[src/rtl/cfg_cmd_master.sv]
// Turns {4'hA,addr}+data byte pairs into held config-bus writes via a small FIFO; c_valid rises two cycles after the data strobe.
// Writes wait indefinitely for c_ready; a packet arriving with the FIFO full and no pop is dropped and flagged.
module cfg_cmd_master #(
   parameter int DEPTH   = 4,
   parameter int TIMEOUT = 1000000
) (
   input  logic       clk,
   input  logic       rst,
   input  logic       rx_valid,
   input  logic [7:0] rx_data,
   output logic       c_valid,
   output logic [3:0] c_addr,
   output logic [7:0] c_data,
   input  logic       c_ready,
   input  logic       err_clr,
   output logic       err_hdr,
   output logic       err_ovf,
   output logic       err_tmo,
   output logic       busy
);

   localparam int PW = (DEPTH > 1) ? $clog2(DEPTH) : 1;
   localparam int CW = (TIMEOUT > 1) ? $clog2(TIMEOUT) : 1;
   localparam logic [PW:0]   FULL_CNT = (PW+1)'(DEPTH);
   localparam logic [CW-1:0] TMO_LAST = CW'(TIMEOUT - 1);

   typedef enum logic {S_IDLE, S_WAIT} state_t;

   state_t          state_q, state_d;
   logic [3:0]      addr_q, addr_d;
   logic [CW-1:0]   cnt_q, cnt_d;
   logic [11:0]     mem_q [DEPTH];
   logic [PW-1:0]   wr_ptr_q, wr_ptr_d, rd_ptr_q, rd_ptr_d;
   logic [PW:0]     count_q, count_d;
   logic            c_valid_q, c_valid_d;
   logic [3:0]      c_addr_q, c_addr_d;
   logic [7:0]      c_data_q, c_data_d;
   logic            err_hdr_q, err_hdr_d, err_ovf_q, err_ovf_d, err_tmo_q, err_tmo_d;

   logic wr_req, hdr_evt, tmo_evt, ovf_evt, push, pop, fifo_empty, fifo_full;

   always_comb begin
      state_d = state_q;
      addr_d  = addr_q;
      cnt_d   = cnt_q;
      wr_req  = 1'b0;
      hdr_evt = 1'b0;
      tmo_evt = 1'b0;
      case (state_q)
         S_IDLE: begin
            if (rx_valid) begin
               if (rx_data[7:4] == 4'hA) begin
                  addr_d  = rx_data[3:0];
                  cnt_d   = '0;
                  state_d = S_WAIT;
               end else begin
                  hdr_evt = 1'b1;
               end
            end
         end
         S_WAIT: begin
            // A data byte arriving on the final window cycle still wins over the timeout.
            if (rx_valid) begin
               wr_req  = 1'b1;
               state_d = S_IDLE;
            end else if (cnt_q == TMO_LAST) begin
               tmo_evt = 1'b1;
               state_d = S_IDLE;
            end else begin
               cnt_d = cnt_q + CW'(1);
            end
         end
         default: state_d = S_IDLE;
      endcase
   end

   assign fifo_empty = (count_q == '0);
   assign fifo_full  = (count_q == FULL_CNT);
   assign pop        = !fifo_empty && (!c_valid_q || c_ready);
   assign push       = wr_req && (!fifo_full || pop);
   assign ovf_evt    = wr_req && fifo_full && !pop;

   always_comb begin
      wr_ptr_d  = wr_ptr_q;
      rd_ptr_d  = rd_ptr_q;
      count_d   = count_q;
      c_valid_d = c_valid_q;
      c_addr_d  = c_addr_q;
      c_data_d  = c_data_q;
      if (push) wr_ptr_d = wr_ptr_q + PW'(1);
      if (pop)  rd_ptr_d = rd_ptr_q + PW'(1);
      if (push && !pop)      count_d = count_q + (PW+1)'(1);
      else if (pop && !push) count_d = count_q - (PW+1)'(1);
      if (pop) begin
         c_valid_d              = 1'b1;
         {c_addr_d, c_data_d}   = mem_q[rd_ptr_q];
      end else if (c_valid_q && c_ready) begin
         c_valid_d = 1'b0;
      end
      err_hdr_d = hdr_evt | (err_hdr_q & ~err_clr);
      err_ovf_d = ovf_evt | (err_ovf_q & ~err_clr);
      err_tmo_d = tmo_evt | (err_tmo_q & ~err_clr);
   end

   always_ff @(posedge clk) begin
      if (push) mem_q[wr_ptr_q] <= {addr_q, rx_data};
   end

   always_ff @(posedge clk) begin
      if (!rst) begin
         state_q   <= S_IDLE;
         addr_q    <= '0;
         cnt_q     <= '0;
         wr_ptr_q  <= '0;
         rd_ptr_q  <= '0;
         count_q   <= '0;
         c_valid_q <= 1'b0;
         c_addr_q  <= '0;
         c_data_q  <= '0;
         err_hdr_q <= 1'b0;
         err_ovf_q <= 1'b0;
         err_tmo_q <= 1'b0;
      end else begin
         state_q   <= state_d;
         addr_q    <= addr_d;
         cnt_q     <= cnt_d;
         wr_ptr_q  <= wr_ptr_d;
         rd_ptr_q  <= rd_ptr_d;
         count_q   <= count_d;
         c_valid_q <= c_valid_d;
         c_addr_q  <= c_addr_d;
         c_data_q  <= c_data_d;
         err_hdr_q <= err_hdr_d;
         err_ovf_q <= err_ovf_d;
         err_tmo_q <= err_tmo_d;
      end
   end

   assign c_valid = c_valid_q;
   assign c_addr  = c_addr_q;
   assign c_data  = c_data_q;
   assign err_hdr = err_hdr_q;
   assign err_ovf = err_ovf_q;
   assign err_tmo = err_tmo_q;
   assign busy    = (state_q != S_IDLE) | !fifo_empty | c_valid_q;

endmodule

[config.mk]
export PLATFORM = sky130hd
export DESIGN_NAME = cfg_cmd_master
export DESIGN_NICKNAME = d
export VERILOG_FILES = /design/src/rtl/cfg_cmd_master.sv
export SDC_FILE = /design/constraint.sdc
export NUM_CORES = 1
export LEC_CHECK = 0
export ABC_AREA = 1
export CORE_UTILIZATION = 35
export CTS_BUF_LIST = sky130_fd_sc_hd__clkbuf_8
export DETAILED_ROUTE_END_ITERATION = 12
export PLACE_DENSITY = 0.54
export REMOVE_ABC_BUFFERS = 1
export SETUP_SLACK_MARGIN = 0.4
export SLEW_MARGIN = 20
export SYNTH_ARGS = -nofsm -noshare
export SYNTH_HDL_FRONTEND = slang
export SYNTH_SLANG_ARGS = --single-unit
[constraint.sdc]
create_clock -name clk -period 4.2 [get_ports clk]
set_input_delay 0.42 -clock clk [delete_from_list [all_inputs] [get_ports clk]]
set_output_delay 0.42 -clock clk [all_outputs]
set_load 0.02 [all_outputs]
==> run_1/pins.png <==
Pins as bars across the die edge, other pins in grey.
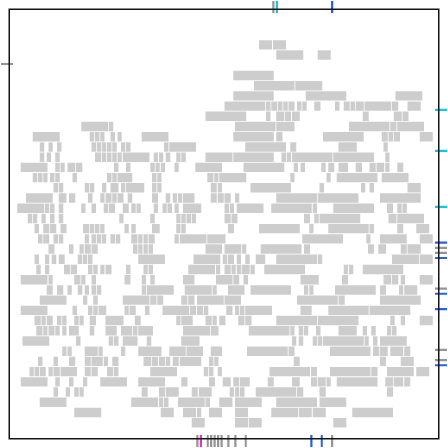
[`c_data`] blue | pins: 8 | direction: output | edge: 5 right, 2 bottom, 1 top
[`c_addr`] cyan | pins: 4 | direction: output | edge: 3 right, 1 top
[`err_tmo`] magenta | pins: 1 | direction: output | edge: bottom
die height: 114 µm
input/output buffers: 29
Die Span X: 114 µm

==> run_1/cell_classes.png <==
Fill, decap, tap and diode cells in grey.
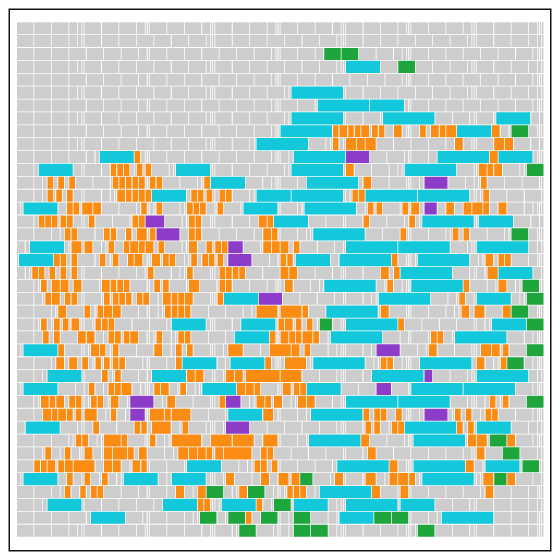
[clock drivers and dummy loads] purple | cells: 16 | share of their area: 3.8%
[all other logic] orange | cells: 412 | share of their area: 40%
[other buffers and delay cells] green | cells: 32 | share of their area: 6.5%
[flops] cyan | cells: 96 | share of their area: 50%
final core occ: 0.413
floorplan row count: 40
core area: 12100 µm²

==> ci_impl_report.md, run 1 <==
### Flow metrics

| Metric | Value |
|---|---|
| Final Hold Viols | 0 |
| EDFF count, synth | 48 |
| Tap cells | 168 |
| Pin count of the biggest net entering global routing | 29 |
| Syn Inst Count | 527 |
| H-tree levels | 3 |
| Flop2flop setup slack | 1.78 ns |
| Area after DPL | 4820 µm² |
| Slew Limit Fails | 0 |
| WHS Path Cells | 2 |
| Post-synth cell types | 27 |
| # diodes | 0 |
| DRT Pass-1 Iters | 4 |
| Static Leak | 1.77 nW |
| CTS Buffer Depth | 2 |
| R2R cell count | 7 |
| Placed Instances | 708 |
| Final setup margin | 1.65 ns |
| Io pins | 30 |
| Seq pwr | 0.00116 W |
| Tmin final | 2.55 ns |
| Hold endpoint | err_tmo |
| Met2 routed WL | 4580 µm |
| Post-Syn Area | 4390 µm² |
| Crit path DAT | 2.13 ns |
| Setup Fix Bufs, Post-CTS | 0 |
| CP Max Fanout | 17 |
| P&R area growth vs syn | 14.0% |
| Buffering overhead | 0.0625 |
| DR iter-0 viols | 157 |
| Clock sink total | 96 |
| Residual DRC | 0 |
| CP top delay family | buffers and inverters |
| Final setup skew | 0.0109 ns |
| Share of layout cells above drive strength 1 | 0.0558 |
| Post-synthesis sequential area ratio | 0.547 |
| Fill cells | 1259 |
| Sequential Power Share | 0.489 |
| Post_cts resized | 0 |
| CP required | 3.78 ns |
| Max reg flops | 48 |
| Fraction of area in clock buffers and inverters | 0.0365 |
| Hold path start | err_tmo |
| Synth Flop Type | edfxtp_1 |
| Clock Root Buffer | clkbuf_8 |
| Ys Warns | 0 |
| Pwr Total | 0.00238 W |
| Die Area | 13000 µm² |
| Max layer used | met4 |
| Biggest register | mem_q |
| Yosys simple share | 0.249 |
| Hold Buf Count CTS | 0 |
| Max VDD drop | 0.141 mV |
| Yosys stat chip area | 4390 µm² |
| Fmax | 392 MHz |
| Mux contribution to synthesized area | 0 |
| Top cell excl fill/tap | nor2_1 |
| Max-cap violations | 0 |
| Yosys xor share | 0.00598 |
| WP depth | 3 |
| Clk_lat worst skew | 0.37 ns |
| Power Internal | 0.00156 W |
| Yosys stat cell total | 527 |
| FF+latch area | 2400 µm² |
| Normalized max-slew margin | 0.296 |
| CP bufs+invs | 2 |
| Log Warnings | 29 |
| First-pass GRT wire length | 16100 µm |
| Clock share of power | 0.242 |
| Synth flops | 96 |
| Final instance area | 5000 µm² |
| MI comb cells | 364 |
| AND-OR/OR-AND Cells, Area Fraction | 0.108 |
| Power Density | 476 nW/µm² |
| Vias per inst | 4.73 |
| Ys async rst share | 0 |
| GR Overflow Total | 0 |
| Synth top cell by count | nor2_1 |
| Area share, top type | 0.328 |
| Setup-failing EPs final | 0 |
| CP endpoint kind | output port |
| CP Launch Point | state_q |
| Initial antenna violation count | 0 |
| Largest cell class | registers |
| FP Util | 0.363 |
| GR Util met1 | 0.197 |
| Seq area share | 0.480 |
| Inverters | 48 |
| Top power group | sequential cells |
| Most common logic cells in the final layout | nor2_1 (119), nand2_1 (94), o21ai_0 (50) |
| Met2 usage | 0.268 |
| Clock group | 0.000577 W |
| Syn avg cell area | 8.33 µm² |
| Clock buffer cells | 9 |
| Outcome | finished clean |
| Setup TNS | 0 ns |
| Nonclk buf count | 32 |
| Worst-path clk slew | 0.09 ns |
| Comb area share | 0.343 |
| Worst Hold Class | reg -> reg |
| Post-synth top cells | nor2_1 (120), nand2_1 (94), o21ai_0 (50) |
| Crit path launch type | flip-flop |
| Sw Pwr | 0.000824 W |
| Sw Ratio | 0.346 |
| Detail Placement HPWL | 6340 µm |
| Combinational Power Share | 0.269 |
| Vias in the first global route | 3262 |
| Slowest-stage cell, CP | dfxtp_1 |
| Crit path kind | reg -> out |
| Final period util | 0.608 |
==> run_1/metal_stack.png <==
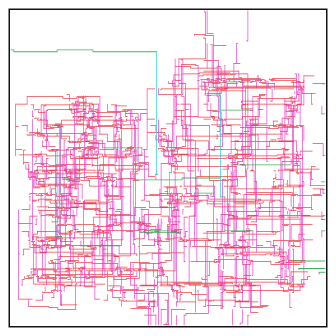
[met2] magenta | wire length: 4580 µm
[met1] red | wire length: 4360 µm
[met3] green | wire length: 258 µm
[met4] cyan | wire length: 211 µm
DR vias: 3427
wirelength, routed: 9410 µm
WL/cell: 13.0 µm
Total GRT Usage: 0.159

==> run_1/clock_map.png <==
The bar under the picture is 20 µm long.
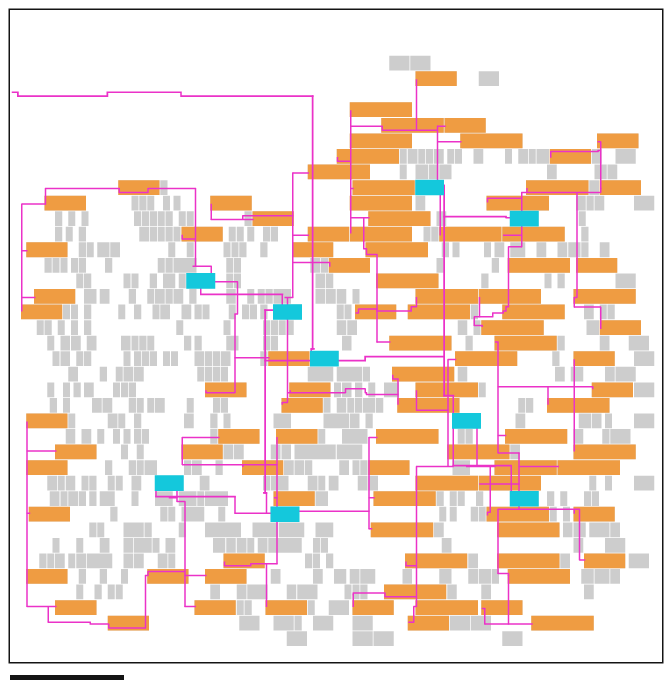

==> run 1 -> run 2 <==
PLACE_DENSITY = 0.56   (was 0.54)
clock period = 2.3 ns   (was 4.2 ns; I/O delays follow)
==> run_2/clock_map.png <==
The bar under the picture is 20 µm long.
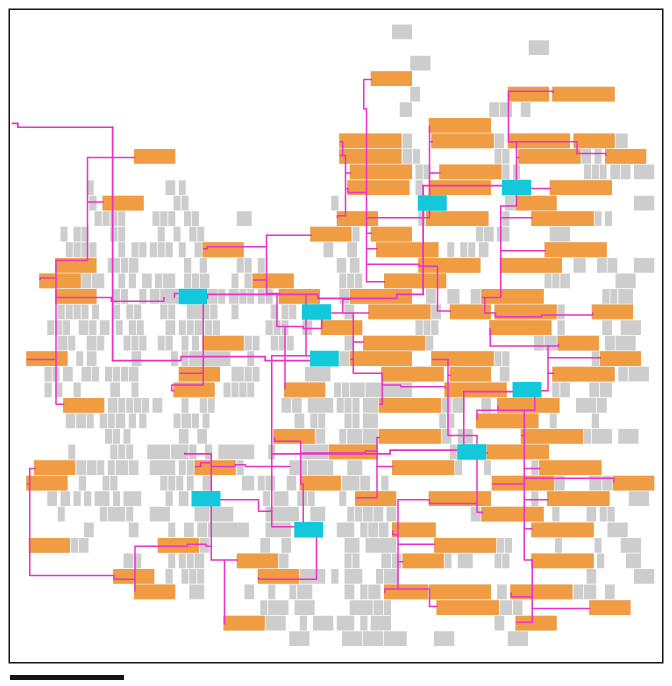
[cells driving clock nets] cyan | count: 9
[flip-flops] orange | count: 96
[clock wires] magenta | length: 1190 µm
flops lie: widely spread
final setup skew: 0.0115 ns
clock share of power: 0.225
Clock group: 0.000992 W
clk_lat worst skew: 0.37 ns

==> run_2/final_placement.png <==
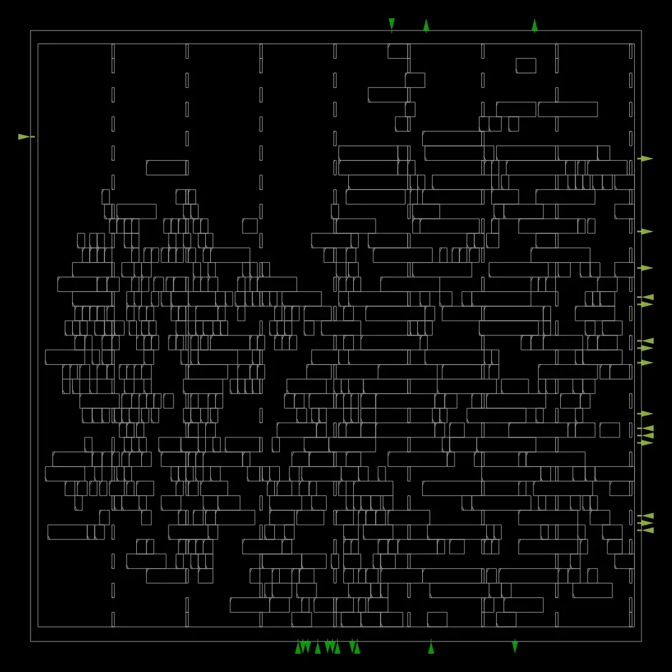
Fill cells: 1217
tap cells: 168
Non-Filler Instances: 741

==> ci_impl_report.md, run 2 <==
### Flow metrics

| Metric | Value |
|---|---|
| Share of layout cells above drive strength 1 | 0.0942 (+0.0385) |
| MI comb cells | 365 (+0.27%) |
| Synth flops | 96 (unchanged) |
| Crit path DAT | 2.20 ns (+0.07 ns) |
| Clock sink total | 96 (unchanged) |
| Sequential Power Share | 0.467 (-0.022) |
| Hold endpoint | err_tmo |
| Hold path start | err_tmo |
| Placed Instances | 719 (+1.6%) |
| Post-synth top cells | nor2_1 (120), nand2_1 (94), o21ai_0 (50) |
| Top power group | sequential cells |
| Yosys simple share | 0.249 (unchanged) |
| GR Overflow Total | 0 (unchanged) |
| CP Launch Point | count_q[0] |
| Mux contribution to synthesized area | 0 (unchanged) |
| Vias in the first global route | 3364 (+3.1%) |
| DRT Pass-1 Iters | 4 (unchanged) |
| EDFF count, synth | 48 (unchanged) |
| Fraction of area in clock buffers and inverters | 0.0329 (-0.00361) |
| Max-cap violations | 0 (unchanged) |
| Biggest register | mem_q |
| Area after DPL | 4900 µm² (+1.7%) |
| Yosys stat chip area | 4390 µm² (unchanged) |
| # diodes | 0 (unchanged) |
| Post-Syn Area | 4390 µm² (unchanged) |
| WL/cell | 13.4 µm (+3.1%) |
| Largest cell class | registers |
| Fmax | 514 MHz |
| First-pass GRT wire length | 16600 µm (+3.5%) |
| Inverters | 48 (unchanged) |
| Total GRT Usage | 0.164 (+0.00489) |
| CTS Buffer Depth | 2 (unchanged) |
| Slowest-stage cell, CP | dfxtp_4 |
| Worst-path clk slew | 0.08 ns (about the same) |
| Total CTS buffers | 9 |
| Vias per inst | 4.74 (+0.13%) |
| Worst Hold Class | reg -> reg |
| AND-OR/OR-AND Cells, Area Fraction | 0.108 (unchanged) |
| Detail Placement HPWL | 6320 µm (-0.31%) |
| Synth Flop Type | edfxtp_1 |
| Final setup margin | 0.355 ns (-1.29 ns) |
| Die height | 114 µm (unchanged) |
| Sw Ratio | 0.345 (-0.00101) |
| WHS Path Cells | 2 (unchanged) |
| Power Density | 854 nW/µm² (+79%) |
| Top cell excl fill/tap | nor2_1 |
| Wirelength, routed | 9930 µm (+5.5%) |
| Log Warnings | 31 (+6.9%) |
| GR Util met1 | 0.200 (+0.00372) |
| R2R cell count | 11 (+4) |
| Ys async rst share | 0 (unchanged) |
| Post_cts resized | 10 (+10) |
| Normalized max-slew margin | 0.519 (+0.223) |
| Syn Inst Count | 527 (unchanged) |
| Die Span X | 114 µm (unchanged) |
| Synth top cell by count | nor2_1 |
| DR vias | 3512 (+2.5%) |
| Clock buffer cells | 9 (unchanged) |
| Combinational Power Share | 0.309 (+0.040) |
| Post-synth cell types | 27 (unchanged) |
| Io pins | 30 (unchanged) |
| Static Leak | 1.86 nW (+4.9%) |
| Power Internal | 0.00289 W (+86%) |
| Final core occ | 0.427 (+0.0139) |
| Max VDD drop | 0.381 mV (+170%) |
| Input/output buffers | 29 (unchanged) |
| Tmin final | 1.95 ns |
| Pwr Total | 0.00442 W (+85%) |
| Residual DRC | 0 (unchanged) |
| Initial antenna violation count | 0 (unchanged) |
| Met2 usage | 0.290 (+0.0218) |
| Max layer used | met4 |
| Flop2flop setup slack | 0.35 ns (-1.43 ns) |
| Slew Limit Fails | 0 (unchanged) |
| CP top delay family | adder cells |
| CP required | 2.55 ns (-1.23 ns) |
| Crit path launch type | flip-flop |
| Met3 routed wirelength | 394 µm |
| Yosys xor share | 0.00598 (unchanged) |
| Crit path kind | reg -> reg |
| Unrepaired setup endpoints after global routing | true |
| FP Util | 0.363 (unchanged) |
| Floorplan row count | 40 (unchanged) |
| WP depth | 11 (+8) |
| Setup Fix Bufs, Post-CTS | 0 (unchanged) |
| Ys Warns | 0 (unchanged) |
| Setup-failing EPs final | 0 (unchanged) |
| Yosys stat cell total | 527 (unchanged) |
| Met2 routed WL | 4900 µm (+7.0%) |
| CP endpoint kind | flip-flop |
| CP bufs+invs | 2 (unchanged) |
| DR iter-0 viols | 252 (+61%) |
| Post-synthesis sequential area ratio | 0.547 (unchanged) |
| Most common logic cells in the final layout | nor2_1 (118), nand2_1 (94), edfxtp_1 (48) |
| Core area | 12100 µm² (unchanged) |
| Hold Buf Count CTS | 0 (unchanged) |
| Area share, top type | 0.328 (unchanged) |
| Final period util | 0.846 |
| Final instance area | 5170 µm² (+3.4%) |
| Max reg flops | 48 (unchanged) |
| Buffering overhead | 0.0866 (+0.0241) |
| P&R area growth vs syn | 17.8% |
| Die Area | 13000 µm² (unchanged) |
| Outcome | finished clean |
| Final Hold Viols | 0 (unchanged) |
| Setup TNS | 0 ns (unchanged) |
| Seq pwr | 0.00206 W (+78%) |
| Sw Pwr | 0.00152 W (+85%) |
| Comb area share | 0.339 (-0.00346) |
| Nonclk buf count | 48 (+50%) |
| Syn avg cell area | 8.33 µm² (unchanged) |
| H-tree levels | 3 (unchanged) |
| Clock Root Buffer | clkbuf_8 |
| FF+latch area | 2410 µm² (+0.26%) |
==> run_2/pins.png <==
Pins as bars across the die edge, other pins in grey.
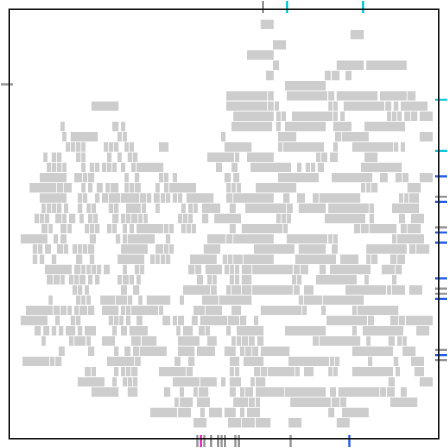
[`c_addr`] cyan | pins: 4 | direction: output | edge: 2 top, 2 right
[`err_tmo`] magenta | pins: 1 | direction: output | edge: bottom
[`c_data`] blue | pins: 8 | direction: output | edge: 7 right, 1 bottom

Power is estimated from default activity; no workload was simulated.
